Floorplan with the power grid:
Pins as bars on the die edge.
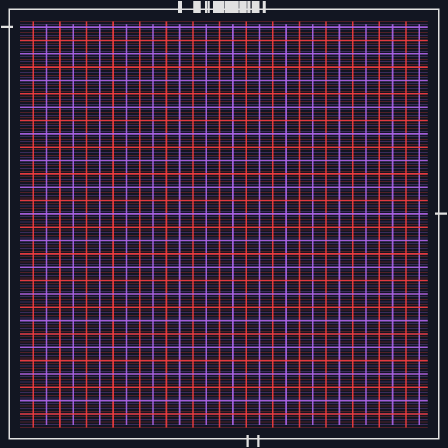
Where the registers sit:
(1 px per um)
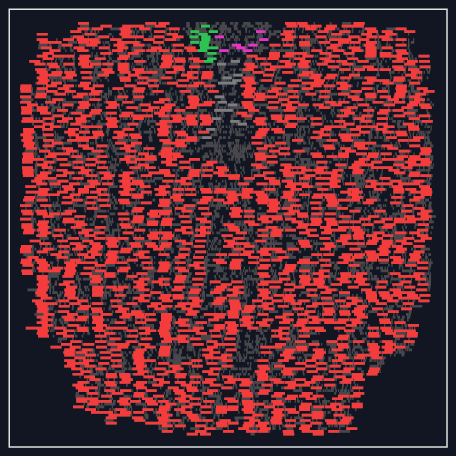
===== src/rtl/cpu_bus_pkg.sv =====
// Shared definitions for the CPU memory bus target.
//
// Holds the bus data/address widths, the offsets of the four
// memory-mapped I/O registers relative to IO_BASE, and the state
// encoding of the host program-loader FSM.
package cpu_bus_pkg;

  localparam int BUS_DW = 8;
  localparam int BUS_AW = 8;

  localparam logic [1:0] IO_OUT  = 2'd0;
  localparam logic [1:0] IO_IN   = 2'd1;
  localparam logic [1:0] IO_TMR  = 2'd2;
  localparam logic [1:0] IO_STAT = 2'd3;

  typedef enum logic {
    IDLE = 1'b0,
    LOAD = 1'b1
  } loader_state_e;

endpackage


===== src/rtl/bus_io_regs.sv =====
// Memory-mapped I/O register block of the bus responder.
//
// Owns the output port register, the io_in synchronizer, the free-running
// timer with its prescaler, and the sticky overflow status flag. Returns
// the read data for whichever I/O offset is addressed.
//
// Optional feature macro: BUS_RESPONDER_TIMER_EN. When it is undefined no
// timer hardware exists and the timer/status offsets read as zero.
//
// Ports:
//   clk_i     system clock
//   rst_ni    asynchronous active-low reset
//   wr_i      CPU write to an I/O address this cycle
//   rd_i      CPU read of an I/O address this cycle
//   offset_i  register offset (addr - IO_BASE)
//   wdata_i   CPU write data
//   io_in_i   asynchronous input port
//   io_out_o  output port register
//   rdata_o   read data for the addressed offset (combinational)
import cpu_bus_pkg::*;

module bus_io_regs #(
  parameter int TIMER_PRESCALE = 16,
  parameter int SYNC_STAGES    = 2
) (
  input  logic              clk_i,
  input  logic              rst_ni,
  input  logic              wr_i,
  input  logic              rd_i,
  input  logic [1:0]        offset_i,
  input  logic [BUS_DW-1:0] wdata_i,
  input  logic [BUS_DW-1:0] io_in_i,
  output logic [BUS_DW-1:0] io_out_o,
  output logic [BUS_DW-1:0] rdata_o
);

  logic [BUS_DW-1:0] io_out_q;
  logic [BUS_DW-1:0] sync_q [SYNC_STAGES];

  // Output port register, written only through its own offset.
  always_ff @(posedge clk_i or negedge rst_ni) begin
    if (!rst_ni) begin
      io_out_q <= '0;
    end else if (wr_i && (offset_i == IO_OUT)) begin
      io_out_q <= wdata_i;
    end
  end

  // Plain flop chain to bring the asynchronous input port into clk_i.
  always_ff @(posedge clk_i or negedge rst_ni) begin
    if (!rst_ni) begin
      for (int i = 0; i < SYNC_STAGES; i++) begin
        sync_q[i] <= '0;
      end
    end else begin
      sync_q[0] <= io_in_i;
      for (int i = 1; i < SYNC_STAGES; i++) begin
        sync_q[i] <= sync_q[i-1];
      end
    end
  end

  assign io_out_o = io_out_q;

`ifdef BUS_RESPONDER_TIMER_EN
  logic [15:0] presc_q, presc_d;
  logic [7:0]  count_q, count_d;
  logic        ovf_q, ovf_d;

  // Timer next state. The ovf clear on a status read is applied before
  // the overflow set so that a coincident overflow keeps the flag high.
  always_comb begin
    presc_d = presc_q;
    count_d = count_q;
    ovf_d   = ovf_q;
    if (rd_i && (offset_i == IO_STAT)) begin
      ovf_d = 1'b0;
    end
    if (wr_i && (offset_i == IO_TMR)) begin
      presc_d = '0;
      count_d = '0;
    end else if (presc_q == 16'(TIMER_PRESCALE - 1)) begin
      presc_d = '0;
      count_d = count_q + 8'd1;
      if (count_q == 8'hFF) begin
        ovf_d = 1'b1;
      end
    end else begin
      presc_d = presc_q + 16'd1;
    end
  end

  always_ff @(posedge clk_i or negedge rst_ni) begin
    if (!rst_ni) begin
      presc_q <= '0;
      count_q <= '0;
      ovf_q   <= 1'b0;
    end else begin
      presc_q <= presc_d;
      count_q <= count_d;
      ovf_q   <= ovf_d;
    end
  end
`else
  // Without the timer the read strobe and prescale setting have no use.
  logic unused_rd;
  assign unused_rd = rd_i;
  localparam int unused_prescale = TIMER_PRESCALE;
`endif

  // Read mux for the I/O window.
  always_comb begin
    rdata_o = '0;
    case (offset_i)
      IO_OUT:  rdata_o = io_out_q;
      IO_IN:   rdata_o = sync_q[SYNC_STAGES-1];
`ifdef BUS_RESPONDER_TIMER_EN
      IO_TMR:  rdata_o = count_q;
      IO_STAT: rdata_o = {7'b0, ovf_q};
`endif
      default: rdata_o = '0;
    endcase
  end

endmodule


===== src/rtl/bus_responder.sv =====
// Target end of the CPU memory bus.
//
// Serves CPU reads/writes from a program/data RAM below IO_BASE and four
// memory-mapped I/O registers at IO_BASE..8'hFF. A host program loader
// fills the RAM through a valid/ready byte stream while holding the CPU
// off the bus.
//
// Optional feature macro: BUS_RESPONDER_TIMER_EN (timer + overflow flag
// in the I/O block).
//
// Ports:
//   clk, rst            clock, asynchronous active-low reset
//   addr, data_in       CPU address and write data
//   rden, wren          CPU read / write strobes
//   data_out            registered read data (1-edge latency)
//   load_start          pulse that starts (or restarts) a program load
//   load_valid/data     host byte stream
//   load_ready          responder accepts a byte this cycle
//   load_end            host pulse ending the load early
//   cpu_hold            high while a load is in progress
//   io_out, io_in       output port register, asynchronous input port
import cpu_bus_pkg::*;

module bus_responder #(
  parameter logic [7:0] IO_BASE        = 8'hFC,
  parameter int         TIMER_PRESCALE = 16,
  parameter int         SYNC_STAGES    = 2
) (
  input  logic        clk,
  input  logic        rst,
  input  logic [7:0]  addr,
  input  logic [7:0]  data_in,
  input  logic        rden,
  input  logic        wren,
  output logic [7:0]  data_out,
  input  logic        load_start,
  input  logic        load_valid,
  input  logic [7:0]  load_data,
  output logic        load_ready,
  input  logic        load_end,
  output logic        cpu_hold,
  output logic [7:0]  io_out,
  input  logic [7:0]  io_in
);

  localparam int         RAM_DEPTH = int'(IO_BASE);
  localparam logic [7:0] LAST_PTR  = IO_BASE - 8'd1;

  loader_state_e state_q, state_d;
  logic [7:0]    ptr_q, ptr_d;
  logic [7:0]    data_out_q, data_out_d;
  logic [7:0]    ram_q [RAM_DEPTH];

  logic          is_io;
  logic          cpu_rd;
  logic          cpu_wr;
  logic          ram_we;
  logic [7:0]    ram_waddr;
  logic [7:0]    ram_wdata;
  logic [1:0]    io_off;
  logic [7:0]    io_rdata;

  // The CPU owns the bus only in IDLE. A simultaneous read and write is
  // treated as a write alone, so the read side (and its clear-on-read
  // effect on the status flag) is suppressed.
  assign is_io  = (addr >= IO_BASE);
  assign io_off = 2'(addr - IO_BASE);
  assign cpu_wr = (state_q == IDLE) && wren;
  assign cpu_rd = (state_q == IDLE) && rden && !wren;

  // Loader next state and RAM write-port steering. Acceptance of the byte
  // at the last RAM address ends the load so the pointer never enters the
  // I/O window; a byte arriving with load_end is still written.
  always_comb begin
    state_d   = state_q;
    ptr_d     = ptr_q;
    ram_we    = cpu_wr && !is_io;
    ram_waddr = addr;
    ram_wdata = data_in;
    case (state_q)
      IDLE: begin
        if (load_start) begin
          state_d = LOAD;
          ptr_d   = '0;
        end
      end
      LOAD: begin
        if (load_valid) begin
          ram_we    = 1'b1;
          ram_waddr = ptr_q;
          ram_wdata = load_data;
          ptr_d     = ptr_q + 8'd1;
        end
        if (load_start) begin
          ptr_d = '0;
        end
        if (load_end || (load_valid && (ptr_q == LAST_PTR))) begin
          state_d = IDLE;
        end
      end
      default: begin
        state_d = IDLE;
      end
    endcase
  end

  // Read data only changes on an accepted CPU read.
  always_comb begin
    data_out_d = data_out_q;
    if (cpu_rd) begin
      data_out_d = is_io ? io_rdata : ram_q[addr];
    end
  end

  always_ff @(posedge clk or negedge rst) begin
    if (!rst) begin
      state_q    <= IDLE;
      ptr_q      <= '0;
      data_out_q <= '0;
    end else begin
      state_q    <= state_d;
      ptr_q      <= ptr_d;
      data_out_q <= data_out_d;
    end
  end

  // RAM contents survive reset, so the array has no reset branch.
  always_ff @(posedge clk) begin
    if (ram_we) begin
      ram_q[ram_waddr] <= ram_wdata;
    end
  end

  // Hold and ready are decoded from the state flop, so they rise on the
  // entry edge, fall together on the exit edge and drop with reset.
  assign cpu_hold   = (state_q == LOAD);
  assign load_ready = (state_q == LOAD);
  assign data_out   = data_out_q;

  bus_io_regs #(
    .TIMER_PRESCALE (TIMER_PRESCALE),
    .SYNC_STAGES    (SYNC_STAGES)
  ) u_io_regs (
    .clk_i    (clk),
    .rst_ni   (rst),
    .wr_i     (cpu_wr && is_io),
    .rd_i     (cpu_rd && is_io),
    .offset_i (io_off),
    .wdata_i  (data_in),
    .io_in_i  (io_in),
    .io_out_o (io_out),
    .rdata_o  (io_rdata)
  );

endmodule


===== config.mk =====
export PLATFORM = sky130hd
export DESIGN_NAME = bus_responder
export DESIGN_NICKNAME = d
export VERILOG_FILES = /design/src/rtl/cpu_bus_pkg.sv /design/src/rtl/bus_io_regs.sv /design/src/rtl/bus_responder.sv
export SDC_FILE = /design/constraint.sdc
export NUM_CORES = 2
export LEC_CHECK = 0
export ABC_AREA = 1
export CAP_MARGIN = 10
export CORE_MARGIN = 10
export CORE_UTILIZATION = 49
export DETAILED_ROUTE_END_ITERATION = 6
export HOLD_SLACK_MARGIN = 0.12
export PLACE_DENSITY_LB_ADDON = 0.08
export RECOVER_POWER = 100
export SETUP_SLACK_MARGIN = 0.5
export SLEW_MARGIN = 25
export SYNTH_ARGS = -nofsm -noshare
export SYNTH_HDL_FRONTEND = slang
export SYNTH_HIERARCHICAL = 1
export SYNTH_SLANG_ARGS = --single-unit

===== constraint.sdc =====
create_clock -name clk -period 4.7 [get_ports clk]
set_input_delay 0.47 -clock clk [delete_from_list [all_inputs] [get_ports clk]]
set_output_delay 0.47 -clock clk [all_outputs]
set_load 0.02 [all_outputs]

==> flow_summary.json <==
{
  "run_status": "finished with violations",
  "failed_checks": "max-capacitance violations, max-slew violations",
  "worstSetupStartpointType": "primary input",
  "dpl-instance-area_um2": 89020,
  "clk_share_pct": 6.938,
  "switching_share_pct": 23.58,
  "clkLatencyLatePin_ps": 840,
  "ys_cells": 7542,
  "crit_required_ps": 5470,
  "cts-root-buf": "clkbuf_16",
  "path_buffers": 4,
  "met1_length_um": 104000,
  "hold_class": "in -> reg",
  "layout.nets": 7635,
  "p_int_w": 0.03066,
  "gr-usage-met1_pct": 35.16,
  "sh_seq_area_pct": 64.70,
  "post_cts_buffers": 0,
  "ys_chip_area_um2": 84940,
  "warnings": 48,
  "fin_worst_skew_ps": 23.54,
  "cp_cell_sequence": "clkdlybuf4s50_1, nand2_1, buf_4, inv_1, buf_4, nand3_1, nand2_1, a21oi_1, nand2_1, nand3_1, nand3_1, nand3_1, nand3_1, nand2_1, nand2_1",
  "end_kind": "flop",
  "xor_area_share_pct": 0,
  "yosysWarnings": 6,
  "synth_flops": 2057,
  "hold_viol_final": 0,
  "critical_path_class": "in -> reg",
  "cp.arrival_ps": 4870,
  "pg_clk_w": 0.0162,
  "die_w_um": 436.3,
  "largest_reg_flops": 2016,
  "nClkBuffers": 276,
  "comb_area_um2": 20230,
  "grt_pass1_vias": 54538,
  "hold_depth": 3,
  "vdd_drop_max_uv": 438.8,
  "synth.distinct_cells": 32,
  "synthAoiAreaFrac_pct": 5.942,
  "comb_area_share_pct": 21.26,
  "buffer_area_share_pct": 2.945,
  "taps": 2310,
  "fin_util_pct": 55.35,
  "grt-busiest-layer": "met2",
  "adder_share_pct": 0.01473,
  "cts_tree": "yes",
  "slew_violations": 280,
  "mux_area_share_pct": 0,
  "fin_crit_sh_pct": 87.25,
  "power_density_nw_per_um2": 421.6,
  "met3_length_um": 18420,
  "worst-r2r-setup-slack_ps": 620,
  "fin_setup_tns_ps": 0,
  "maxCapViolCount": 7,
  "top_logic_kind": "simple AND/OR/NAND/NOR gates",
  "r2r_start": "cpu_hold",
  "synthCells": 7542,
  "cts_buffer_depth": 3,
  "top_cell": "edfxtp_1",
  "io_pins": 57,
  "grt_use_total_pct": 25.34,
  "top_power_group": "registers",
  "logic_gates": 4741,
  "synth-main-ff-cell": "edfxtp_1",
  "area_growth_syn_to_layout_pct": 12.03,
  "drive_gt1_share_pct": 6.361,
  "inverters_excl_clock": 277,
  "use_met3_pct": 3.953,
  "async_reset_ff_share_pct": 1.993,
  "rsz0062_at_grt": "false"
}
-- 'floorplan with the power grid' (at the start) --
- VDD: purple
- VSS: red
- signal pins: 57
- rows: 152
- met4 straps: 30

-- 'where the registers sit' (at the start) --
- u_io_regs/io_out_o: magenta (sequential cells 8; where top centre)
- ram_q: red (sequential cells 2016; where all over the die)
- u_io_regs/sync_q: green (sequential cells 16; where top centre)
- not coloured: 17

